Congestion heat map:
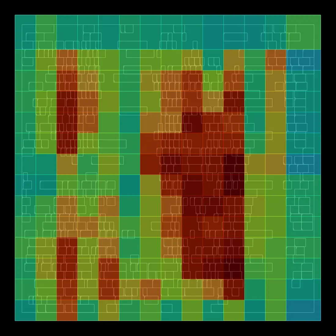
Wiring by layer:
The bar under the picture is 20 microns long.
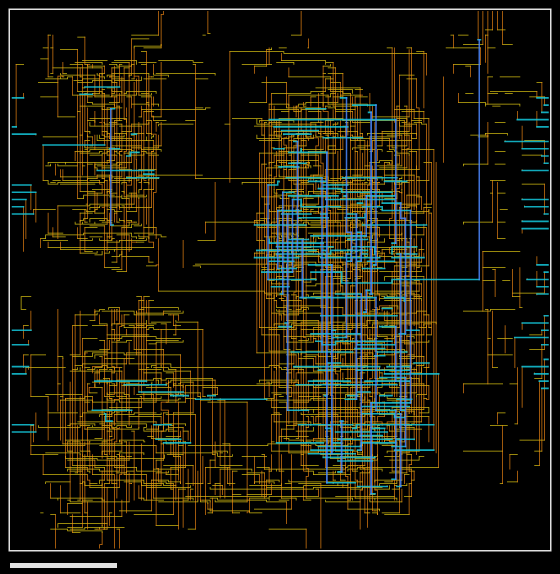
Placement by cell class:
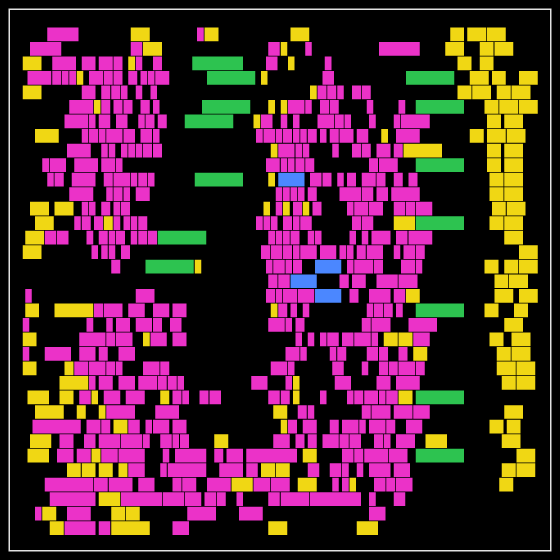
Power grid:
Pins as bars on the die edge. Tap cells in gray.
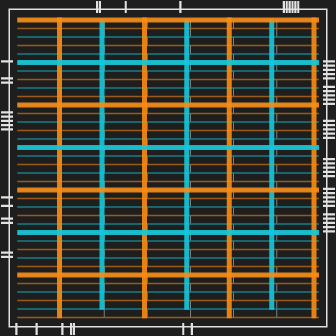
Clock distribution:
The bar under the picture is 20 microns long.
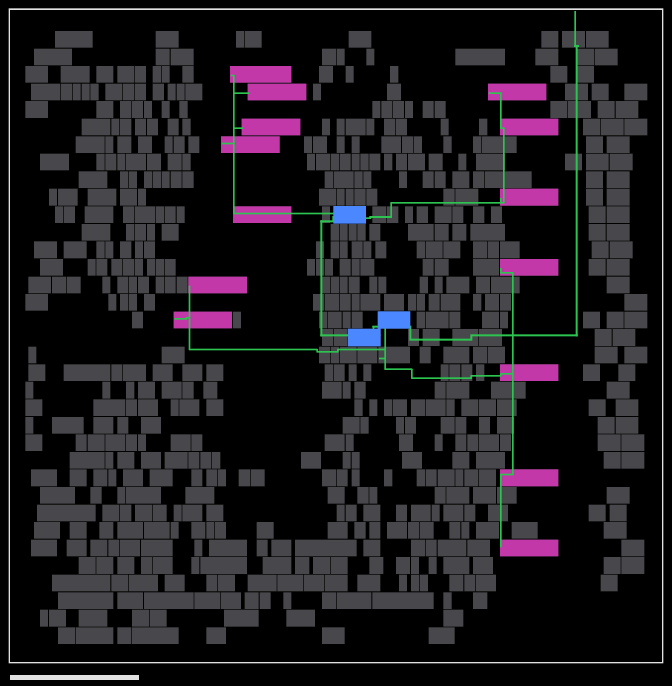
File: config.mk
export PLATFORM = sky130hd
export DESIGN_NAME = reset_text_provider_flat
export DESIGN_NICKNAME = d
export VERILOG_FILES = /design/src/rtl/reset_text_pkg.sv /design/src/rtl/reset_text_provider_if.sv /design/src/rtl/reset_text_provider_font_rom.sv /design/src/rtl/reset_text_provider.sv /design/src/flat_wrapper.sv
export SDC_FILE = /design/constraint.sdc
export NUM_CORES = 1
export LEC_CHECK = 0
export CAP_MARGIN = 0
export CORE_MARGIN = 2
export CORE_UTILIZATION = 35
export CTS_CLUSTER_DIAMETER = 120
export DETAILED_ROUTE_END_ITERATION = 8
export GPL_ROUTABILITY_DRIVEN = 1
export GPL_TIMING_DRIVEN = 0
export PLACE_DENSITY = 0.57
export SYNTH_ARGS = -nofsm -noshare
export SYNTH_HDL_FRONTEND = slang
export SYNTH_SLANG_ARGS = --single-unit
File: constraint.sdc
create_clock -name pclk -period 2.9 [get_ports pclk]
set_clock_uncertainty 0.2 [all_clocks]
set_input_delay 0.58 -clock pclk [delete_from_list [all_inputs] [get_ports pclk]]
set_output_delay 0.58 -clock pclk [all_outputs]
set_load 0.02 [all_outputs]
File: src/rtl/reset_text_pkg.sv
// Shared constants for the reset/game-over text overlay: character codes,
// text-area geometry, banner strings and the 8-to-40 pixel row expander.
package reset_text_pkg;

   localparam int TEXT_COLS = 14;
   localparam int TEXT_ROWS = 2;
   localparam int CELL_PX   = 40;
   localparam int SCALE     = 5;

   localparam logic [7:0] CH_SPACE = 8'h20;
   localparam logic [7:0] CH_A     = 8'h41;
   localparam logic [7:0] CH_E     = 8'h45;
   localparam logic [7:0] CH_G     = 8'h47;
   localparam logic [7:0] CH_I     = 8'h49;
   localparam logic [7:0] CH_M     = 8'h4D;
   localparam logic [7:0] CH_N     = 8'h4E;
   localparam logic [7:0] CH_O     = 8'h4F;
   localparam logic [7:0] CH_P     = 8'h50;
   localparam logic [7:0] CH_R     = 8'h52;
   localparam logic [7:0] CH_S     = 8'h53;
   localparam logic [7:0] CH_T     = 8'h54;
   localparam logic [7:0] CH_U     = 8'h55;
   localparam logic [7:0] CH_V     = 8'h56;
   localparam logic [7:0] CH_W     = 8'h57;
   localparam logic [7:0] CH_Y     = 8'h59;

   // Packed string: element TEXT_COLS-1 holds the leftmost character.
   typedef logic [TEXT_COLS-1:0][7:0] text_row_t;

   localparam text_row_t STR_GAME_OVER = "  GAME  OVER  ";
   localparam text_row_t STR_YOU_WIN   = "   YOU  WIN   ";
   localparam text_row_t STR_PRESS_R   = "PRESS R RESET ";

   function automatic logic [7:0] char_at(input logic [3:0] row,
                                          input logic [3:0] col,
                                          input logic       game_over,
                                          input logic       victory);
      logic [3:0] idx;
      idx     = 4'(TEXT_COLS - 1) - col;
      char_at = CH_SPACE;
      if (int'(col) < TEXT_COLS) begin
         if (row == 4'd0) begin
            if (game_over)    char_at = STR_GAME_OVER[idx];
            else if (victory) char_at = STR_YOU_WIN[idx];
         end else if (row == 4'd1) begin
            if (game_over || victory) char_at = STR_PRESS_R[idx];
         end
      end
   endfunction

   // Each font bit becomes SCALE output pixels; font bit 7 lands on 39..35.
   function automatic logic [CELL_PX-1:0] expand_row(input logic [7:0] g);
      expand_row = '0;
      for (int i = 0; i < 8; i++)
         expand_row[i*SCALE +: SCALE] = {SCALE{g[i]}};
   endfunction

endpackage

File: src/rtl/reset_text_provider_if.sv
// Character-generator bus between the video timing logic and the text provider.
interface reset_text_provider_if;
   logic [7:0]  char_yx;
   logic [7:0]  char_line;
   logic        vsync_in;
   logic        game_over_in;
   logic        victory_in;
   logic [39:0] char_pixels;

   modport slave (
      input  char_yx, char_line, vsync_in, game_over_in, victory_in,
      output char_pixels
   );

   modport master (
      output char_yx, char_line, vsync_in, game_over_in, victory_in,
      input  char_pixels
   );
endinterface

File: src/rtl/reset_text_provider_font_rom.sv
// Combinational 8x8 font for the banner character set; unmapped codes are blank.
module font_rom_8x8
   import reset_text_pkg::*;
(
   input  logic [7:0] code_i,
   input  logic [2:0] row_i,
   output logic [7:0] bits_o
);

   logic [63:0] glyph;

   // Glyph row 0 is the top byte.
   always_comb begin
      glyph = 64'h0;
      unique case (code_i)
         CH_A: glyph = 64'h183C66667E666600;
         CH_E: glyph = 64'h7E60607C60607E00;
         CH_G: glyph = 64'h3C66606E66663C00;
         CH_I: glyph = 64'h3C18181818183C00;
         CH_M: glyph = 64'h63777F6B63636300;
         CH_N: glyph = 64'h66767E7E6E666600;
         CH_O: glyph = 64'h3C66666666663C00;
         CH_P: glyph = 64'h7C66667C60606000;
         CH_R: glyph = 64'h7C66667C786C6600;
         CH_S: glyph = 64'h3C66603C06663C00;
         CH_T: glyph = 64'h7E18181818181800;
         CH_U: glyph = 64'h6666666666663C00;
         CH_V: glyph = 64'h66666666663C1800;
         CH_W: glyph = 64'h6363636B7F776300;
         CH_Y: glyph = 64'h6666663C18181800;
         default: glyph = 64'h0;
      endcase
   end

   assign bits_o = glyph[{~row_i, 3'b111} -: 8];

endmodule

File: src/rtl/reset_text_provider.sv
// Two-stage text overlay: stage 1 picks the character, stage 2 emits its glyph row.
// Optional row-1 blink is built when RESET_TEXT_BLINK_EN is defined.
module reset_text_provider
   import reset_text_pkg::*;
(
   input  logic                  pclk,
   input  logic                  rst,
   reset_text_provider_if.slave  bus
);

   logic [7:0]         code_d, code_q;
   logic [CELL_PX-1:0] pix_d, pix_q;
   logic [2:0]         glyph_row;
   logic [7:0]         glyph_bits;
   logic               line_ok;
   logic               blank;

   assign code_d    = char_at(bus.char_yx[7:4], bus.char_yx[3:0],
                              bus.game_over_in, bus.victory_in);
   assign line_ok   = bus.char_line < 8'(CELL_PX);
   assign glyph_row = 3'(bus.char_line / 8'(SCALE));

   font_rom_8x8 u_font (
      .code_i (code_q),
      .row_i  (glyph_row),
      .bits_o (glyph_bits)
   );

`ifdef RESET_TEXT_BLINK_EN
   logic       row1_d, row1_q;
   logic       vs_q;
   logic [5:0] blink_d, blink_q;

   assign row1_d  = bus.char_yx[7:4] == 4'd1;
   assign blink_d = (bus.vsync_in && !vs_q) ? blink_q + 6'd1 : blink_q;
   assign blank   = row1_q && blink_q[5];

   always_ff @(posedge pclk or posedge rst) begin
      if (rst) begin
         row1_q  <= 1'b0;
         vs_q    <= 1'b0;
         blink_q <= '0;
      end else begin
         row1_q  <= row1_d;
         vs_q    <= bus.vsync_in;
         blink_q <= blink_d;
      end
   end
`else
   assign blank = 1'b0;
`endif

   assign pix_d = (line_ok && !blank) ? expand_row(glyph_bits) : '0;

   // Async reset clears the output immediately, even mid-line.
   always_ff @(posedge pclk or posedge rst) begin
      if (rst) begin
         code_q <= CH_SPACE;
         pix_q  <= '0;
      end else begin
         code_q <= code_d;
         pix_q  <= pix_d;
      end
   end

   assign bus.char_pixels = pix_q;

endmodule

File: src/flat_wrapper.sv
// flat-port wrapper written by rule: the top's interface ports become plain ports
module reset_text_provider_flat import reset_text_pkg::*;
  (pclk, rst, bus_char_yx, bus_char_line, bus_vsync_in, bus_game_over_in, bus_victory_in, bus_char_pixels);
  reset_text_provider_if bus_i ();
  input  logic pclk;
  input  logic rst;
  input wire logic [$bits(bus_i.char_yx)-1:0] bus_char_yx;
  input wire logic [$bits(bus_i.char_line)-1:0] bus_char_line;
  input wire logic [$bits(bus_i.vsync_in)-1:0] bus_vsync_in;
  input wire logic [$bits(bus_i.game_over_in)-1:0] bus_game_over_in;
  input wire logic [$bits(bus_i.victory_in)-1:0] bus_victory_in;
  output wire logic [$bits(bus_i.char_pixels)-1:0] bus_char_pixels;
  assign bus_i.char_yx = bus_char_yx;
  assign bus_i.char_line = bus_char_line;
  assign bus_i.vsync_in = bus_vsync_in;
  assign bus_i.game_over_in = bus_game_over_in;
  assign bus_i.victory_in = bus_victory_in;
  assign bus_char_pixels = bus_i.char_pixels;
  reset_text_provider u_core (.pclk(pclk), .rst(rst), .bus(bus_i));
endmodule
==> flow_metrics.tcl <==
# implementation run metrics
set metrics [dict create \
    drv_cap 0 \
    yosysTopAreaCellShare 0.0986 \
    sequentialPowerShare 0.175 \
    post_cts_buffers 13 \
    yosysCellCount 504 \
    yosysWarnings 0 \
    crit_required_ns 2.90 \
    powerClk_mw 0.209 \
    crit_path_frequent_cell "buf_8" \
    min_period_ns 3.48 \
    layout_top_cell "nand2_1" \
    netlist_area_sq_mm 0.00330 \
    insertedDiodeCount 0 \
    io_buffer_count 53 \
    cpPeakStageDelay_ns 0.40 \
    most-common-layout-cells "nand2_1, buf_4, clkdlybuf4s50_1" \
    ys_ff 14 \
    cts_max_level 1 \
    setup_slack_ns -0.579 \
    avgSynthCellArea_sq_um 6.55 \
    die_width_microns 101 \
    cp-start-kind "input port" \
    finalSetupViolCount 7 \
    io_pins 61 \
    overflow 0 \
    pg_comb_mw 0.763 \
    period_used_share 1.20 \
    cts_sinks 14 \
    grtUsageTotal 0.234 \
    violations "setup timing" \
    yosys_area_sq_mm 0.00330 \
    status "complete, but fails checks" \
    ctsHoldBuffers 0 \
    syn_inst 504 \
    placed_cells 672 \
    seq_area_sq_um 352 \
    placedInstanceArea_sq_mm 0.00404 \
    worst_setup_path_end_kind "register" \
    power.group.top "combinational cells" \
    drt-initial-drc-count 515 \
    top_layer "met4" \
    warnings 37 \
    grt_use_met3 0.0340 \
    place_worst_setup_slack_ns -1.69 \
]
About 'congestion heat map':
Most Crowded Layer GR: met2
wire per inst: 17.8 microns
Finished Core Util: 0.491
GR Util met2: 0.406

About 'wiring by layer':
color	layer	wire length
yellow	met1	4710 microns
blue	met4	729 microns
orange	met2	5870 microns
cyan	met3	1040 microns

About 'placement by cell class':
color	class	cells	share of their area
green	flip-flops	14	8.0%
magenta	all other logic	423	64%
blue	clock drivers and dummy loads	4	1.3%
yellow	other buffers and delay cells	143	27%

About 'power grid':
color	net
cyan	VDD
orange	VSS
met5 straps	7
tap cells	111
signal pins	61

About 'clock distribution':
[magenta] flip-flops | count: 14
[green] clock wires | length: 338 microns
[blue] cells driving clock nets | count: 3
routed clock nets	4

worst reg2reg max path, delay by kind of cell (launching register included):
| family | cells | cell delay [ns] |
|---|---|---|
| buffers and inverters | 2 | 0.67 |
| AND/OR/NAND/NOR | 4 | 1.11 |
| flip-flops | 1 | 0.32 |
| AND-OR/OR-AND | 4 | 0.84 |
cell families after synthesis:
kind of cell,count (synthesis),share of synthesized area
AND/OR/NAND/NOR,199,0.297
flip-flops,14,0.107
adder cells (fa/ha/maj),10,0.0379
buffers and inverters,85,0.143
multiplexers,2,0.00758
AND-OR/OR-AND,182,0.378
XOR/XNOR,11,0.0292
other,1,0.00114
layout make-up:
type,count,area share
timing repair buffer,73,0.160
inverter,14,0.0116
tap,111,0.0308
sequential,14,0.0779
clock buffer,4,0.0122
buffer,70,0.0993
multi-input combinational,409,0.608
